`src/rtl/multi_mode_ring_counter.sv`:
```
// Ring / Johnson counter with selectable rotation direction, parallel load,
// self-correction of illegal states, a registered wrap pulse and a
// combinational illegal-state flag.
module multi_mode_ring_counter #(
  parameter int unsigned WIDTH = 4
) (
  input  logic             clk,
  input  logic             rst,
  input  logic             en,
  input  logic             mode,
  input  logic             dir,
  input  logic             load,
  input  logic [WIDTH-1:0] load_val,
  output logic [WIDTH-1:0] out,
  output logic             tc,
  output logic             err
);

  localparam int unsigned CW = $clog2(WIDTH + 1);
  localparam logic [WIDTH-1:0] SEED = WIDTH'(1);

  logic [CW-1:0]    ones;
  logic [CW-1:0]    edges;
  logic             ring_ok;
  logic             john_ok;
  logic             legal;
  logic             fb;
  logic [WIDTH-1:0] shifted;
  logic [WIDTH-1:0] next_out;
  logic             next_tc;

  // Legality of the current state under the current mode: one-hot for ring,
  // a single circular run of ones (0 or 2 bit transitions) for Johnson.
  always_comb begin
    ones  = '0;
    edges = '0;
    for (int i = 0; i < WIDTH; i++) begin
      ones  = ones + CW'(out[i]);
      edges = edges + CW'(out[i] ^ out[(i + 1) % WIDTH]);
    end
    ring_ok = (ones == CW'(1));
    john_ok = (edges == CW'(0)) || (edges == CW'(2));
    legal   = mode ? john_ok : ring_ok;
    err     = ~legal;
  end

  // Next state: load beats en beats hold; an illegal state steps to the seed.
  always_comb begin
    fb       = 1'b0;
    shifted  = out;
    next_out = out;
    next_tc  = 1'b0;
    if (dir) begin
      fb      = mode ? ~out[WIDTH-1] : out[WIDTH-1];
      shifted = {out[WIDTH-2:0], fb};
    end else begin
      fb      = mode ? ~out[0] : out[0];
      shifted = {fb, out[WIDTH-1:1]};
    end
    if (load) begin
      next_out = load_val;
    end else if (en) begin
      if (!legal) begin
        next_out = SEED;
      end else begin
        next_out = shifted;
        next_tc  = (shifted == SEED);
      end
    end
  end

  // State and wrap-pulse registers; reset forces the seed immediately.
  always_ff @(posedge clk or posedge rst) begin
    if (rst) begin
      out <= SEED;
      tc  <= 1'b0;
    end else begin
      out <= next_out;
      tc  <= next_tc;
    end
  end

endmodule
```
`config.mk`:
```
export PLATFORM = sky130hd
export DESIGN_NAME = multi_mode_ring_counter
export DESIGN_NICKNAME = d
export VERILOG_FILES = /design/src/rtl/multi_mode_ring_counter.sv
export SDC_FILE = /design/constraint.sdc
export NUM_CORES = 1
export LEC_CHECK = 0
export CAP_MARGIN = 10
export CORE_AREA = 2 2 39 41
export DETAILED_ROUTE_END_ITERATION = 8
export DIE_AREA = 0 0 41 43
export GPL_TIMING_DRIVEN = 0
export PLACE_DENSITY = 0.7
export SLEW_MARGIN = 20
export SYNTH_ARGS = -nofsm -noshare
export SYNTH_HDL_FRONTEND = slang
export SYNTH_SLANG_ARGS = --single-unit
```
`constraint.sdc`:
```
create_clock -name clk -period 5.49 [get_ports clk]
set_input_delay 1.3725 -clock clk [delete_from_list [all_inputs] [get_ports clk]]
set_output_delay 1.3725 -clock clk [all_outputs]
set_load 0.01 [all_outputs]
```
congestion.png
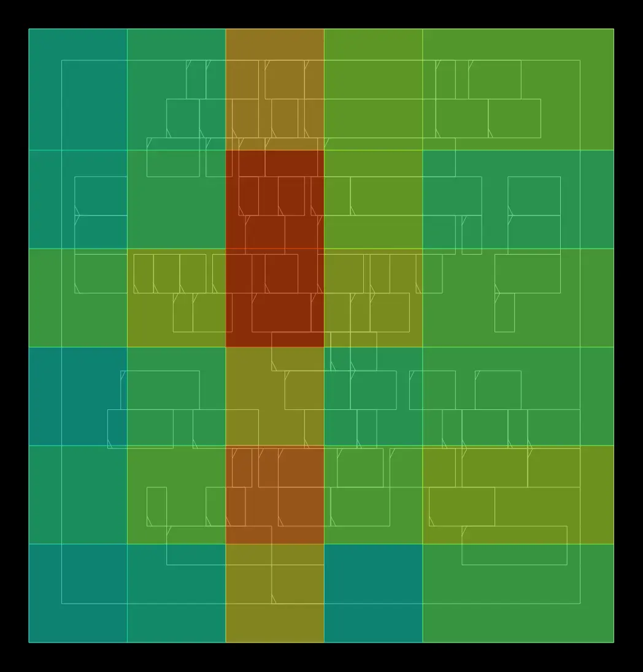
routing usage on met1: 18.5%
post-layout util: 52.6%
met2 usage in global routing: 23.1%
wire length per cell: 11.6 um
gr busiest metal: met2

sizes.png
Drawn at 12 px/um.
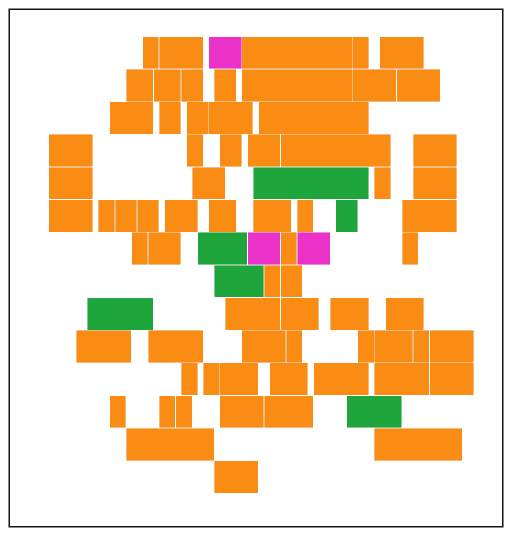
| color | size | cells | share | most used |
|---|---|---|---|---|
| green | _2 cells | 6 | 7.7% | mux2_2 |
| magenta | _3 and _4 cells | 3 | 3.8% | clkbuf_4 |
| orange | _0 and _1 cells | 69 | 88% | clkdlybuf4s50_1 |
Syn-to-layout area delta: 34.4%
Non-Clock Buffer Count: 17
Final Worst Setup Slack: 1.03 ns
Finished Cell Area: 728 um2

layer_met3.png
Drawn at 6 px/um.
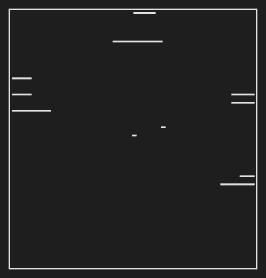
main direction: horizontal
nets with wire on the layer: 9
share of all routed wire: 3.6%
wire length on this layer: 38.9 um

logic_types.png
Drawn at 12 px/um.
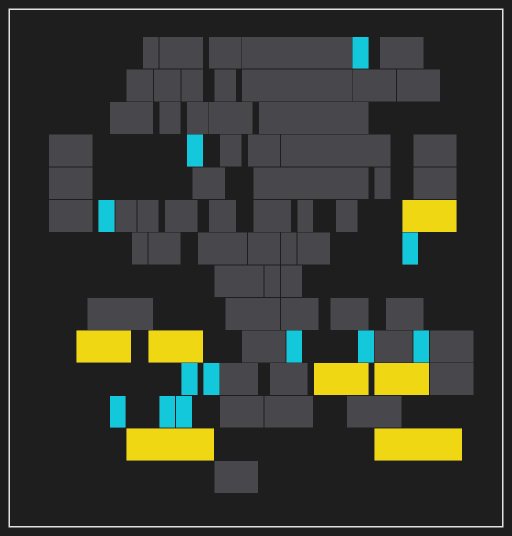
| color | family | cells | most used |
|---|---|---|---|
| cyan | inv cells | 12 | inv_1 |
| yellow | fa/ha/maj cells | 7 | ha_1 |

-- state kept, by name, summed over array words and instances, names as in the netlist --
signal	count
tc	1
out	4
-- layout by cell type, fill, tap and decap left out, types with 2 or more instances in the layout --
cell type,Yosys,layout
mux2_2,2,2
nor2b_1,2,2
xor2_1,2,2
nor2_1,3,3
clkbuf_1,2,3
fa_1,2,2
clkbuf_4,0,3
o211ai_1,2,2
a21oi_1,7,7
dfrtp_1,4,4
inv_1,12,12
clkdlybuf4s50_1,0,14
xnor2_1,3,3
ha_1,5,5
-- cell families (layout without fill, tap and decap cells) --
| logic type | count (synthesis) | after routing |
|---|---|---|
| multiplexers | 3 | 3 |
| flip-flops | 5 | 5 |
| XOR/XNOR | 5 | 5 |
| buffers and inverters | 15 | 33 |
| AND-OR/OR-AND | 13 | 13 |
| adder cells (fa/ha/maj) | 7 | 7 |
| AND/OR/NAND/NOR | 12 | 12 |
-- synthesized netlist by cell type, types with 2 or more instances --
master and count:
a21oi_1 7, clkbuf_1 2, dfrtp_1 4, fa_1 2, ha_1 5, inv_1 12, mux2_2 2, nor2_1 3
nor2b_1 2, o211ai_1 2, xnor2_1 3, xor2_1 2
-- area by class of cell --
class,instances,share of cell area [%]
Multi-Input combinational cell,40,49.1
Buffer,3,1.72
Inverter,12,6.19
Tap cell,16,2.75
Clock buffer,4,3.61
Sequential cell,5,17.4
Timing Repair Buffer,14,19.2
-- tightest hold or removal path: stages (launching register included) --
cell and delay, ns:
dfrtp_1 0.48, a21oi_1 0.17, a21oi_1 0.08
-- where the power goes --
group	leakage, nW	switching, mW	internal (mW)
sequential	0.0604	0.00858	0.0435
clock	0.0150	0.0134	0.0274
combinational	0.255	0.0756	0.0771
total	0.331	0.0976	0.148
==> run_results.csv <==
group,metric,value,unit
grt,grt_use_met3,3.14,%
synthesis,top_area_cell,"dfrtp_1",
synthesis,topCombFamilyByArea,"adder cells",
worst_setup_path,crit_slowest_cell,"fa_1",
power,powerDensity,337,nW/um2
sta,tns,0,ns
route,wl_met3,38,um
floorplan,ioPinCount,16,
route,drt_first_pass_iters,3,
flow_run,warnings,28,
synthesis,fp_nets,77,
route,avgViaCountPerCell,4.89,
sta,slew_violations,0,
clock_network,worstSkewPairLatency,0.24,ns
hold_path,hold_path_class,"register to register",
synthesis,postSynthCellCount,60,
route,vias,460,
hold_path,hold_path_depth,2,
worst_setup_path,cp_top_family,"adder cells",
sta,period_minus_slack,4.46,ns
sta,finalCritPeriodShare,81.2,%
route,wl_met2,511,um
grt,grt.total_usage,15.0,%
synthesis,flop_cell,"dfrtp_1",
route,wl_met1,502,um
sta,finalHoldViolCount,0,
synthesis,netlist_area,542,um2
grt,antenna_found_initial,0,
hold_path,whs_endpoint,"out[2]",
synthesis,synth_top_area_share,18.5,%
worst_setup_path,cp_cell_sequence,"buf_2 -> inv_1 -> fa_1 -> inv_1 -> ha_1 -> ha_1 -> nor4b_2 -> nor2_1 -> clkdlybuf4s50_1",
worst_setup_path,setup.worst_path.end_class,"output pin",
clock_network,postCtsHoldBufs,0,
power,vdd_drop_max,121,uV
worst_setup_path,worst-path-max-fanout,7,
route,top_layer,"met4",
clock_network,clkSinkCount,5,
floorplan,initial_core_util,39.2,%
placement,place_inst,90,
grt,grt_pass1_wl,1.73,mm
synthesis,yosys_area,542,um2
synthesis,synthArstFlopShare,100,%
route,drt_iter0_drc,3,
cells_and_area,ff_latch_area,126,um2
route,ant_nets,0,
synthesis,yosys_warnings,0,
synthesis,edf_count,0,
cells_and_area,fillers,131,
placement,dp_hpwl,836,um
worst_setup_path,cp-start-kind,"register",
clock_network,numCtsBuffers,3,
sta,whs,0.768,ns
sta,timing.fmax,0.224,GHz
worst_setup_path,r2r_start,"out[0]",
synthesis,simple_gate_share,17.3,%
floorplan,fp.dieArea,1760,um2
synthesis,ys_seq_share,23.3,%
placement,globalplace.congestion,0.747,
clock_network,post_cts_resized,0,
worst_setup_path,ff2ff_path_depth,9,
synthesis,yosysCellCount,60,
cells_and_area,stdcell_count,94,
placement,place_area,702,um2
worst_setup_path,reg2reg_slack,2.75,ns
clock_network,clock-root-buffer,"clkbuf_4",
worst_setup_path,setup.worst_path.class,"register to output pin",
synthesis,ys_sh_mux,6.00,%
flow_run,maxCapViolCount,0,
synthesis,xor_area_share,8.08,%
synthesis,adder_share,18.9,%
placement,pre_cts_ws,1.15,ns
clock_network,cts_tree,"built",
cells_and_area,diodes,0,
placement,portBuffers,14,
floorplan,die_w,41,um
synthesis,synth-compound-area-share,15.7,%
floorplan,die.size.y,43,um
route,drcViolationCount,0,
synthesis,synth_cell_types,26,
synthesis,ys.flops,5,
grt,grt_pass1_vias,415,
grt,grt_overflow_total,0,
power,leakage,0.331,nW
cells_and_area,drive_above_1_share,11.5,%
clock_network,clock_path_buffers,2,
hold_path,hp-start,"out[2]",
sta,finClkSkew,0.00320,ns
worst_setup_path,cp.arrival,3.09,ns
synthesis,avgSynthCellArea,9.03,um2
status,outcome,"complete, no violations",
sta,rsz0062_at_grt,"no",
clock_network,clkTransAtPathRegs,0.04,ns
worst_setup_path,critical-path-max-stage-delay,0.54,ns
floorplan,fp-row-count,14,
cells_and_area,num-nets-final,96,
sta,finalSetupViolCount,0,
cells_and_area,mi_logic_area,358,um2
worst_setup_path,critPathCapture,"err",
clock_network,cts_htree_levels,1,
worst_setup_path,startpoint,"out[0]",
worst_setup_path,critPathRequiredTime,4.12,ns
worst_setup_path,critPathBufInv,4,
grt,grt_max_degree,10,
worst_setup_path,path_depth,9,
clock_network,post_cts_buffers,0,
floorplan,coreArea,1380,um2
sta,tightest_slew,0.361,ns
worst_setup_path,timing.rr.end,"out[0]",
synthesis,top_cells_by_area,"dfrtp_1, ha_1, inv_1",
route,finalWirelength,1.09,mm
sta,relSlewSlack,75.9,%
power,power,246,uW
Power is estimated from default activity; no workload was simulated.
